File: src/rtl/vga_rx.sv
// vga_rx: capture side of the VGA link.
//
// Samples hsync/vsync/blank/RGB in the pixel clock domain, measures the incoming
// timing, locks once two consecutive frames measure identically, and then emits a
// coordinate-tagged pixel stream.
//
// Ports:
//   clk, reset          pixel clock, synchronous active-high reset
//   hsync_i, vsync_i    active-low syncs
//   blank_i             high = valid colour on red_i/green_i/blue_i
//   data_o              pixel {blue, green, red}, with data_valid_o, x_o, y_o
//   sof_o, eol_o        first pixel of frame, last pixel of line
//   htotal_o .. vactive_o  shadowed timing measurements
//   locked_o, lost_o    lock status, one-cycle pulse when lock drops
module vga_rx (
  input  logic        clk,
  input  logic        reset,
  input  logic        hsync_i,
  input  logic        vsync_i,
  input  logic        blank_i,
  input  logic [3:0]  red_i,
  input  logic [3:0]  green_i,
  input  logic [3:0]  blue_i,
  output logic [11:0] data_o,
  output logic        data_valid_o,
  output logic [10:0] x_o,
  output logic [9:0]  y_o,
  output logic        sof_o,
  output logic        eol_o,
  output logic [10:0] htotal_o,
  output logic [7:0]  hpulse_o,
  output logic [10:0] hactive_o,
  output logic [9:0]  vtotal_o,
  output logic [3:0]  vpulse_o,
  output logic [9:0]  vactive_o,
  output logic        locked_o,
  output logic        lost_o
);

  typedef enum logic [1:0] {StSearch, StMeasure, StVerify, StLocked} state_e;

  localparam logic [10:0] HMax = 11'd2047;
  localparam logic [9:0]  VMax = 10'd1023;

  // Two-stage input pipeline; edges are seen between stage q and qq.
  logic        hs_q, hs_qq, vs_q, vs_qq, bl_q, bl_qq;
  logic [11:0] rgb_q, rgb_qq;
  logic        hfall, vfall;

  always_ff @(posedge clk) begin
    if (reset) begin
      hs_q   <= 1'b0;
      hs_qq  <= 1'b0;
      vs_q   <= 1'b0;
      vs_qq  <= 1'b0;
      bl_q   <= 1'b0;
      bl_qq  <= 1'b0;
      rgb_q  <= '0;
      rgb_qq <= '0;
    end else begin
      hs_q   <= hsync_i;
      hs_qq  <= hs_q;
      vs_q   <= vsync_i;
      vs_qq  <= vs_q;
      bl_q   <= blank_i;
      bl_qq  <= bl_q;
      rgb_q  <= {blue_i, green_i, red_i};
      rgb_qq <= rgb_q;
    end
  end

  assign hfall = hs_qq & ~hs_q;
  assign vfall = vs_qq & ~vs_q;

  // Line and frame measurement counters.
  logic [10:0] hcnt_q, hcnt_d;
  logic [7:0]  hp_cnt_q, hp_cnt_d;
  logic [10:0] ha_cnt_q, ha_cnt_d;
  logic [10:0] line_htot_q, line_htot_d;
  logic [7:0]  line_hp_q, line_hp_d;
  logic [10:0] line_hact_q, line_hact_d;
  logic [9:0]  vcnt_q, vcnt_d;
  logic [3:0]  vp_cnt_q, vp_cnt_d;
  logic [9:0]  va_cnt_q, va_cnt_d;
  logic        line_has_act;

  assign line_has_act = hfall && (ha_cnt_q != 11'd0);

  always_comb begin
    hcnt_d      = hcnt_q;
    hp_cnt_d    = hp_cnt_q;
    ha_cnt_d    = ha_cnt_q;
    line_htot_d = line_htot_q;
    line_hp_d   = line_hp_q;
    line_hact_d = line_hact_q;
    vcnt_d      = vcnt_q;
    vp_cnt_d    = vp_cnt_q;
    va_cnt_d    = va_cnt_q;

    if (hfall) begin
      // The hfall cycle is itself the first hsync-low cycle of the new line.
      hcnt_d      = 11'd0;
      hp_cnt_d    = 8'd1;
      ha_cnt_d    = {10'd0, bl_q};
      line_htot_d = (hcnt_q == HMax) ? HMax : hcnt_q + 11'd1;
      line_hp_d   = hp_cnt_q;
      if (line_has_act) begin
        line_hact_d = ha_cnt_q;
      end
    end else begin
      if (hcnt_q != HMax) begin
        hcnt_d = hcnt_q + 11'd1;
      end
      if (!hs_q && hp_cnt_q != 8'hff) begin
        hp_cnt_d = hp_cnt_q + 8'd1;
      end
      if (bl_q && ha_cnt_q != HMax) begin
        ha_cnt_d = ha_cnt_q + 11'd1;
      end
    end

    if (vfall) begin
      // vfall wins over a coincident hfall, so the frame restarts at line 0.
      vcnt_d   = 10'd0;
      vp_cnt_d = 4'd1;
      va_cnt_d = 10'd0;
    end else begin
      if (hfall && vcnt_q != VMax) begin
        vcnt_d = vcnt_q + 10'd1;
      end
      if (hfall && !vs_q && vp_cnt_q != 4'hf) begin
        vp_cnt_d = vp_cnt_q + 4'd1;
      end
      if (line_has_act && va_cnt_q != VMax) begin
        va_cnt_d = va_cnt_q + 10'd1;
      end
    end
  end

  always_ff @(posedge clk) begin
    if (reset) begin
      hcnt_q      <= '0;
      hp_cnt_q    <= '0;
      ha_cnt_q    <= '0;
      line_htot_q <= '0;
      line_hp_q   <= '0;
      line_hact_q <= '0;
      vcnt_q      <= '0;
      vp_cnt_q    <= '0;
      va_cnt_q    <= '0;
    end else begin
      hcnt_q      <= hcnt_d;
      hp_cnt_q    <= hp_cnt_d;
      ha_cnt_q    <= ha_cnt_d;
      line_htot_q <= line_htot_d;
      line_hp_q   <= line_hp_d;
      line_hact_q <= line_hact_d;
      vcnt_q      <= vcnt_d;
      vp_cnt_q    <= vp_cnt_d;
      va_cnt_q    <= va_cnt_d;
    end
  end

  // Frame measurements as seen at vfall; a line ending on the vfall cycle still
  // belongs to the frame that is closing.
  logic [9:0] f_vtot, f_vact;
  assign f_vtot = (vcnt_q == VMax) ? VMax : vcnt_q + 10'd1;
  assign f_vact = (line_has_act && va_cnt_q != VMax) ? va_cnt_q + 10'd1 : va_cnt_q;

  // Shadow registers and lock state machine.
  state_e      state_q;
  logic        locked_q, lost_q;
  logic [10:0] htotal_q, hactive_q;
  logic [7:0]  hpulse_q;
  logic [9:0]  vtotal_q, vactive_q;
  logic [3:0]  vpulse_q;
  logic        frame_match, timeout;

  assign frame_match = {line_htot_d, line_hp_d, line_hact_d, f_vtot, vp_cnt_q, f_vact} ==
                       {htotal_q, hpulse_q, hactive_q, vtotal_q, vpulse_q, vactive_q};
  assign timeout = (hcnt_q == HMax) || (vcnt_q == VMax);

  always_ff @(posedge clk) begin
    if (reset) begin
      state_q   <= StSearch;
      locked_q  <= 1'b0;
      lost_q    <= 1'b0;
      htotal_q  <= '0;
      hpulse_q  <= '0;
      hactive_q <= '0;
      vtotal_q  <= '0;
      vpulse_q  <= '0;
      vactive_q <= '0;
    end else begin
      lost_q <= 1'b0;
      if (vfall) begin
        htotal_q  <= line_htot_d;
        hpulse_q  <= line_hp_d;
        hactive_q <= line_hact_d;
        vtotal_q  <= f_vtot;
        vpulse_q  <= vp_cnt_q;
        vactive_q <= f_vact;
      end
      if (timeout) begin
        state_q  <= StSearch;
        locked_q <= 1'b0;
        lost_q   <= (state_q == StLocked);
      end else if (vfall) begin
        case (state_q)
          StSearch:  state_q <= StMeasure;
          StMeasure: state_q <= StVerify;
          StVerify: begin
            if (frame_match) begin
              state_q  <= StLocked;
              locked_q <= 1'b1;
            end
          end
          StLocked: begin
            if (!frame_match) begin
              state_q  <= StVerify;
              locked_q <= 1'b0;
              lost_q   <= 1'b1;
            end
          end
          default: state_q <= StSearch;
        endcase
      end
    end
  end

  // Pixel stream; coordinates track every blank-high run so they are already
  // aligned when lock is reached at a frame boundary.
  logic        pix_en, eol_c;
  logic [10:0] x_cnt_q, x_cnt_d;
  logic [9:0]  y_cnt_q, y_cnt_d;
  logic [11:0] data_q;
  logic [10:0] x_q;
  logic [9:0]  y_q;
  logic        valid_q, sof_q, eol_q;

  assign pix_en = (state_q == StLocked) & bl_qq;
  assign eol_c  = bl_qq & ~bl_q;

  always_comb begin
    x_cnt_d = x_cnt_q;
    y_cnt_d = y_cnt_q;
    if (vfall) begin
      x_cnt_d = 11'd0;
      y_cnt_d = 10'd0;
    end else if (bl_qq) begin
      if (eol_c) begin
        x_cnt_d = 11'd0;
        if (y_cnt_q != VMax) begin
          y_cnt_d = y_cnt_q + 10'd1;
        end
      end else if (x_cnt_q != HMax) begin
        x_cnt_d = x_cnt_q + 11'd1;
      end
    end
  end

  always_ff @(posedge clk) begin
    if (reset) begin
      x_cnt_q <= '0;
      y_cnt_q <= '0;
      data_q  <= '0;
      x_q     <= '0;
      y_q     <= '0;
      valid_q <= 1'b0;
      sof_q   <= 1'b0;
      eol_q   <= 1'b0;
    end else begin
      x_cnt_q <= x_cnt_d;
      y_cnt_q <= y_cnt_d;
      valid_q <= pix_en;
      eol_q   <= pix_en & eol_c;
      sof_q   <= pix_en && (x_cnt_q == 11'd0) && (y_cnt_q == 10'd0);
      if (pix_en) begin
        data_q <= rgb_qq;
        x_q    <= x_cnt_q;
        y_q    <= y_cnt_q;
      end
    end
  end

  assign data_o       = data_q;
  assign data_valid_o = valid_q;
  assign x_o          = x_q;
  assign y_o          = y_q;
  assign sof_o        = sof_q;
  assign eol_o        = eol_q;
  assign htotal_o     = htotal_q;
  assign hpulse_o     = hpulse_q;
  assign hactive_o    = hactive_q;
  assign vtotal_o     = vtotal_q;
  assign vpulse_o     = vpulse_q;
  assign vactive_o    = vactive_q;
  assign locked_o     = locked_q;
  assign lost_o       = lost_q;

endmodule

File: config.mk
export PLATFORM = sky130hd
export DESIGN_NAME = vga_rx
export DESIGN_NICKNAME = d
export VERILOG_FILES = /design/src/rtl/vga_rx.sv
export SDC_FILE = /design/constraint.sdc
export NUM_CORES = 1
export LEC_CHECK = 0
export ABC_AREA = 1
export CORE_AREA = 5 5 156 158
export CTS_BUF_LIST = sky130_fd_sc_hd__clkbuf_8
export CTS_CLUSTER_SIZE = 20
export DETAILED_ROUTE_END_ITERATION = 10
export DIE_AREA = 0 0 161 163
export PLACE_DENSITY = 0.61
export SETUP_SLACK_MARGIN = 0.3
export SLEW_MARGIN = 5
export SYNTH_ARGS = -nofsm -noshare
export SYNTH_HDL_FRONTEND = slang
export SYNTH_SLANG_ARGS = --single-unit
File: constraint.sdc
create_clock -name clk -period 6.15 [get_ports clk]
set_input_delay 1.845 -clock clk [delete_from_list [all_inputs] [get_ports clk]]
set_output_delay 1.845 -clock clk [all_outputs]
set_load 0.02 [all_outputs]
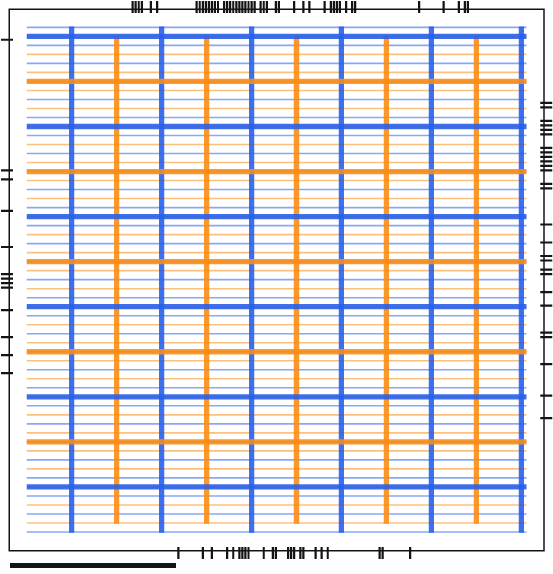
(images/floorplan.png)
Bar = 50 µm. Pins as bars on the die edge.
- VDD: orange
- VSS: blue
- met1 rails: 57
- rows: 56
- met5 straps: 11
- signal pins: 109

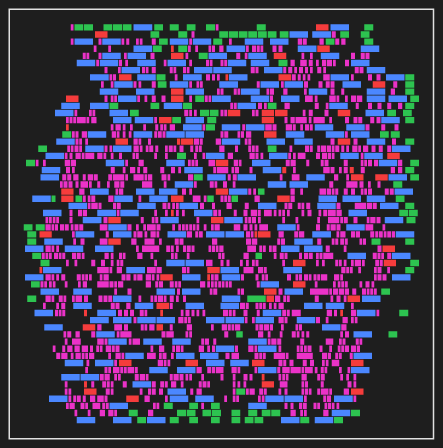
(images/class_map.png)
- remaining logic cells: magenta (cells 1119; share of their area 45%)
- registers: blue (cells 229; share of their area 39%)
- remaining buffers and delay cells: green (cells 115; share of their area 9.7%)
- clock drivers and dummy loads: red (cells 70; share of their area 6.8%)

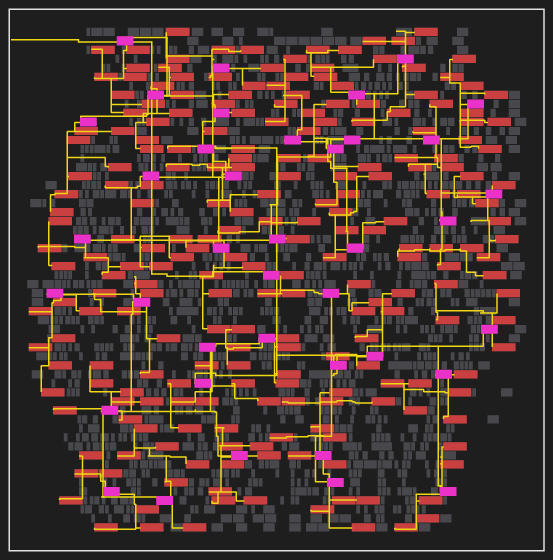
(images/clock_wires.png)
- flip-flops: red (count 229)
- clock-net drivers: magenta (count 39)
- clock wires: yellow (length 3120 µm)
- flops lie: spread over the die

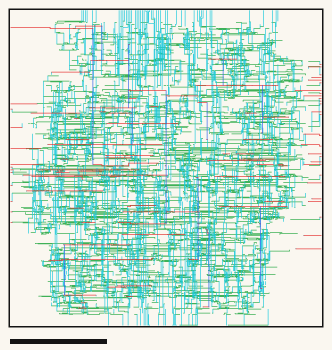
(images/layers.png)
Bar = 50 µm.
- M3: red (wire length 1340 µm)
- M2: cyan (wire length 10900 µm)
- M4: blue (wire length 413 µm)
- M1: green (wire length 12300 µm)

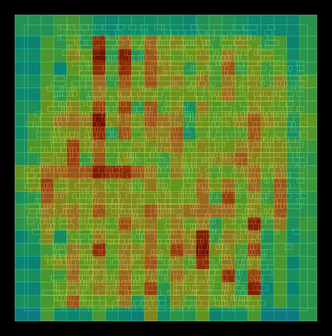
(images/congestion_map.png)
Finished Core Util: 0.529
grt met3 use: 0.0392
GR Layer Usage met2: 0.298

==> job_summary.md <==
### Flow metrics

| Metric | Value |
|---|---|
| Status | `finished clean` |
| Synth Cell Area | `0.0101 mm²` |
| Tmin final | `3.45 ns` |
| Place WS | `2.33 ns` |
| Die height | `163 µm` |
| Hold_sp | `rgb_q[5]` |
| Overflow after GRT | `0` |
| Post-synth regs | `229` |
| Max-cap viol count | `0` |
| Rows | `56` |
| Critical path class | `reg -> out` |
| Inserted Diodes | `0` |
| Pwr Total | `0.00315 W` |
| Critical path depth | `1` |
| CTS-repair resized insts | `0` |
| Clock-cell share of area | `0.0662` |
| Placed Instances | `1753` |
| Critical path endpoint | `hactive_o[5]` |
| Yosys cell count | `1394` |
| Clock power share | `0.436` |
| Met2 wire length | `10900 µm` |
| Max VDD drop | `150 µV` |
| Yosys chip area | `0.0101 mm²` |
| Via count | `8939` |
| Logic area | `0.00450 mm²` |
| Yosys top cell by area | `dfxtp_1` |
| Vias in the first global route | `8165` |
| Routability Congestion | `0.820` |
| Post-Synth XOR/XNOR Area | `0.0156` |
| AND-OR/OR-AND Cells, Area Fraction | `0.123` |
| Initial antenna violation count | `0` |
| Comb/total area | `0.371` |
| Horiz. Die Dim | `161 µm` |
| CTS Buf Count | `39` |
| DRT antenna net count | `0` |
| Combinational power share | `0.076` |
| Share of cells above drive strength 1 | `0.0855` |
| WP buf/inv | `1` |
| Reg clk slew, reported paths | `0.05 ns` |
| Final nets | `1532` |
| Tcrit/Tclk final | `0.561` |
| Post-CTS Setup Bufs | `0` |
| Fin Setup TNS | `0 ns` |
Power and IR drop assume default switching activity.
